===== src/rtl/ahb_bridge_arbiter.sv =====
// Round-robin AHB-Lite arbiter and master mux in front of a single
// AHB-to-APB bridge slave port.
module ahb_bridge_arbiter #(
  parameter int NUM_MASTERS    = 4,
  parameter int DEFAULT_MASTER = 0
) (
  input  logic                       Hclk,
  input  logic                       Hresetn,
  input  logic [NUM_MASTERS-1:0]     Hbusreq,
  input  logic [NUM_MASTERS-1:0]     Hlock,
  input  logic [2*NUM_MASTERS-1:0]   Htrans_m,
  input  logic [NUM_MASTERS-1:0]     Hwrite_m,
  input  logic [32*NUM_MASTERS-1:0]  Haddr_m,
  input  logic [32*NUM_MASTERS-1:0]  Hwdata_m,
  input  logic                       Hready,
  output logic [NUM_MASTERS-1:0]     Hgrant,
  output logic [1:0]                 Hmaster,
  output logic                       Hmastlock,
  output logic [1:0]                 Htrans,
  output logic                       Hwrite,
  output logic [31:0]                Haddr,
  output logic [31:0]                Hwdata,
  output logic                       Hreadyin
);

  localparam logic [1:0] DEF = 2'(DEFAULT_MASTER);
  localparam logic [1:0] SEQ = 2'b11;

  logic [1:0] grant_idx;
  logic [1:0] data_master;
  logic [1:0] rr_last;
  logic [1:0] winner;
  logic [1:0] cand;
  logic       found;
  logic       hold;

  // A locked requester or an in-flight SEQ beat pins the current owner.
  assign hold = (Hlock[grant_idx] & Hbusreq[grant_idx])
              | (Htrans_m[{Hmaster, 1'b0} +: 2] == SEQ);

  always_comb begin
    winner = DEF;
    found  = 1'b0;
    cand   = rr_last;
    for (int k = 1; k <= 4; k++) begin
      cand = rr_last + 2'(k);
      if (!found && Hbusreq[cand]) begin
        winner = cand;
        found  = 1'b1;
      end
    end
  end

  always_ff @(posedge Hclk or negedge Hresetn) begin
    if (!Hresetn) begin
      grant_idx   <= DEF;
      rr_last     <= DEF;
      Hmaster     <= DEF;
      data_master <= DEF;
      Hmastlock   <= 1'b0;
    end else if (Hready) begin
      Hmaster     <= grant_idx;
      Hmastlock   <= Hlock[grant_idx];
      data_master <= Hmaster;
      if (!hold) begin
        grant_idx <= winner;
        if (found) rr_last <= winner;
      end
    end
  end

  assign Hgrant   = NUM_MASTERS'(1) << grant_idx;
  assign Htrans   = Htrans_m[{Hmaster, 1'b0} +: 2];
  assign Hwrite   = Hwrite_m[Hmaster];
  assign Haddr    = Haddr_m[{Hmaster, 5'b0} +: 32];
  assign Hwdata   = Hwdata_m[{data_master, 5'b0} +: 32];
  assign Hreadyin = Hready;

endmodule


===== config.mk =====
export PLATFORM = sky130hd
export DESIGN_NAME = ahb_bridge_arbiter
export DESIGN_NICKNAME = d
export VERILOG_FILES = /design/src/rtl/ahb_bridge_arbiter.sv
export SDC_FILE = /design/constraint.sdc
export NUM_CORES = 1
export LEC_CHECK = 0
export ABC_CLOCK_PERIOD_IN_PS = 3000
export CORE_AREA = 2 2 137 139
export CTS_BUF_LIST = sky130_fd_sc_hd__clkbuf_2 sky130_fd_sc_hd__clkbuf_4 sky130_fd_sc_hd__clkbuf_8
export CTS_CLUSTER_SIZE = 14
export DETAILED_ROUTE_END_ITERATION = 10
export DIE_AREA = 0 0 139 141
export PLACE_DENSITY = 0.54
export SYNTH_ARGS = -nofsm -noshare
export SYNTH_HDL_FRONTEND = slang
export SYNTH_SLANG_ARGS = --single-unit

===== constraint.sdc =====
create_clock -name Hclk -period 3 [get_ports Hclk]
set_input_delay 0.6 -clock Hclk [delete_from_list [all_inputs] [get_ports Hclk]]
set_output_delay 0.6 -clock Hclk [all_outputs]
set_load 0.03 [all_outputs]

Figure 1. Congestion heat map.
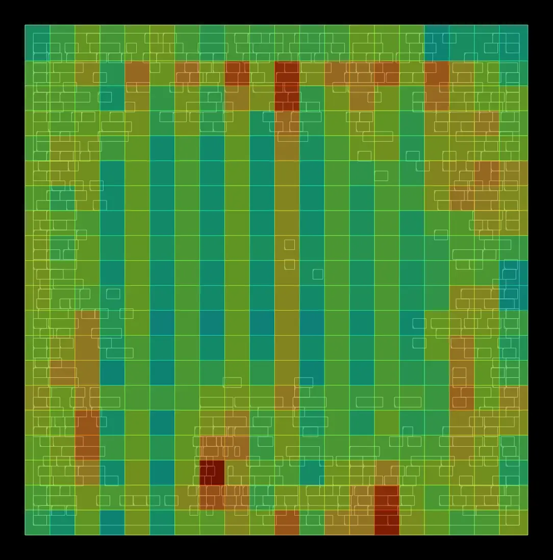
Util after Layout: 32.75%
total global-route track usage: 13.06%
grt met1 use: 14.81%

Figure 2. Clock network drawn from the DEF.
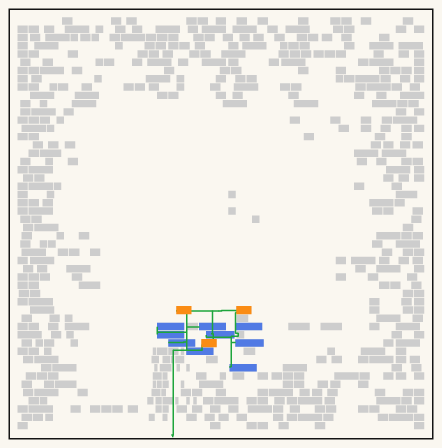
Key: green = clock wires [length 143 um]; orange = clock-net drivers [count 3]; blue = flip-flops [count 9]
Position of the flops: south. There are 4 routed clock nets.

Figure 3. Ports around the boundary.
Pins as bars across the die edge, other pins in gray.
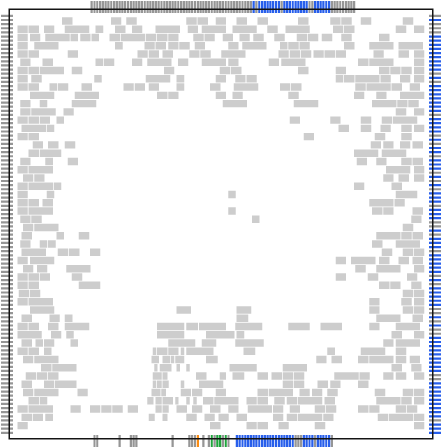
Key: blue = Hwdata_m [pins 128, direction input, edge 74 east, 30 south, 24 north]; green = Hbusreq [pins 4, direction input, edge south]; orange = Hresetn [pins 1, direction input, edge south]
Port Buffer Count: 353
width of the die: 139 um
Die Span Y: 141 um

==> flow_metrics.py <==
# Metrics from the implementation run
metrics = {
    "run_status": {
        "status": "finished, final reports clean",
    },
    "drt": {
        "wl_met1_um": 4969,
        "antenna_left": 0,
        "dr.first_iter.drc_count": 77,
        "num_vias": 2972,
        "via_per_inst": 4.157,
        "wire_per_inst_um": 18.88,
        "routed-wl-met2_um": 7252,
        "drtPass1Iterations": 4,
        "wl_met3_um": 1224,
        "dr.max_layer_used": "met4",
    },
    "global_route": {
        "grtUsageMet2_pct": 25.62,
        "grt_max_degree": 28,
        "grt_antenna_before_repair": 0,
        "first_global_vias": 3332,
        "grt_pass1_wl_um": 19870,
        "grt_use_met3_pct": 3.125,
    },
    "clocking": {
        "clk_latency_ns": 0.23,
        "root_buffer": "clkbuf_8",
        "post_cts_buffers": 0,
        "path_clk_slew_ns": 0.04,
        "cts.repair.resized": 0,
        "cts_buffer_depth": 2,
        "htreeDepth": 1,
        "cts_buffers": 3,
        "cts_tree": "yes",
        "hold_buffers": 0,
    },
    "layout": {
        "final_area_um2": 5983,
        "bufAreaShareNonClock_pct": 60.27,
        "nMultiInputCombCells": 101,
        "comb_share_pct": 29.90,
        "logic_area_um2": 1789,
        "mostFrequentLayoutCell": "clkdlybuf4s50_1",
        "dominant_cells": "non-clock buffers",
        "signal_buffers": 362,
        "fillers": 1834,
        "fin_nets": 761,
        "drive_gt1_share_pct": 24.74,
        "final_cells": 715,
        "lay_top_cells": "325 x clkdlybuf4s50_1, 69 x mux4_2, 31 x buf_4",
        "seq-cell-share_pct": 3.806,
        "syn2layout_area_growth_pct": 183.0,
        "seq_cell_count": 9,
        "num_antenna_cells": 0,
    },
    "setup_path": {
        "slowest_stage": "dfrtp_2",
        "slowest_delay_ns": 0.76,
        "r2r_start": "Hmaster[0]",
        "worstPathCellList": "mux4_2, clkdlybuf4s50_1",
        "startpoint_type": "flip-flop",
        "critPathArrivalTime_ns": 2.19,
        "path_buffers": 1,
        "crit_fanout": 17,
        "crit_type": "flip-flop to output port",
        "crit_cells": 2,
        "rrSetupSlack_ns": 0.44,
        "crit-reg2reg-capture": "rr_last[1]",
        "crit_path_end_kind": "output port",
        "r2r_cells": 5,
        "critPathCapture": "Haddr[27]",
        "worst_path_dominant_cell_family": "flip-flops",
        "crit_start": "Hmaster[0]",
        "critPathRequiredTime_ns": 2.40,
    },
    "logic_synthesis": {
        "syn_area_um2": 2115,
        "muxShareOfSynthArea_pct": 77.57,
        "syn_area_per_cell_um2": 16.02,
        "ys.flop_type": "dfrtp_1",
        "synth-simple-area-share_pct": 3.609,
        "most_common_cell": "mux4_2",
        "top_area_share_pct": 73.49,
        "synth_cell_type_count": 27,
        "yosysTopAreaCell": "mux4_2",
        "ys_top_logic_family": "multiplexers",
        "ys_sh_aoi_pct": 3.432,
        "ys_cells": 132,
        "ys.flops": 9,
        "yosysWarnings": 0,
        "edf_count": 0,
        "synth_seq_share_pct": 10.65,
        "synth_nets": 411,
        "synthCells": 132,
        "xor_area_share_pct": 0,
        "fa_ha_area_share_pct": 0,
        "synthArstFlopShare_pct": 100.0,
        "common_cells": "69 x mux4_2, 9 x clkbuf_1, 9 x dfrtp_1",
    },
    "timing": {
        "period_used_pct": 93.13,
        "timing.final.ws_setup_ns": 0.2061,
        "whs_ns": 0.5118,
        "finalMaxSlewViolations": 0,
        "worst_pin_slew_ns": 0.6157,
        "finalClockSkew_ns": 0.0006974,
        "period_minus_slack_ns": 2.794,
        "relSlewSlack_pct": 58.95,
        "tns_ns": 0,
        "hold_viol": 0,
        "rsz0062_at_grt": "false",
        "finalSetupViolations": 0,
    },
    "pwr": {
        "power_frac_clock_pct": 3.1,
        "p_clk_mw": 0.146,
        "swShare_pct": 47.87,
        "seqPwrFrac_pct": 7.5,
        "p_int_mw": 2.499,
        "combPwrFrac_pct": 89.4,
        "powerDensity_nw_per_um2": 801.1,
        "comb_cell_power_mw": 4.29,
        "p_leak_nw": 2.154,
        "p_seq_mw": 0.361,
        "p_total_mw": 4.793,
        "irDropWorstVdd_v": 0.0004522,
        "netSwitchingPower_mw": 2.294,
        "power-top-group": "combinational cells",
    },
    "floorplan": {
        "fp_util_pct": 11.58,
        "pin_count": 354,
        "rows": 50,
        "chip_area_um2": 19600,
        "tap-cell-count": 234,
        "core-area_um2": 18270,
    },
    "min_path": {
        "hold_end": "Hmastlock",
        "hp-start": "Hmastlock",
        "hold_class": "flip-flop to flip-flop",
        "hold_depth": 1,
    },
    "run": {
        "tool_warnings": 26,
        "maxCapViolations": 0,
    },
    "placed_design": {
        "gp_congestion": 0.8229,
        "dpl.hpwl_um": 12160,
        "placed_area_um2": 5934,
        "placedCellCount": 711,
    },
}
Power is estimated from default activity; no workload was simulated.
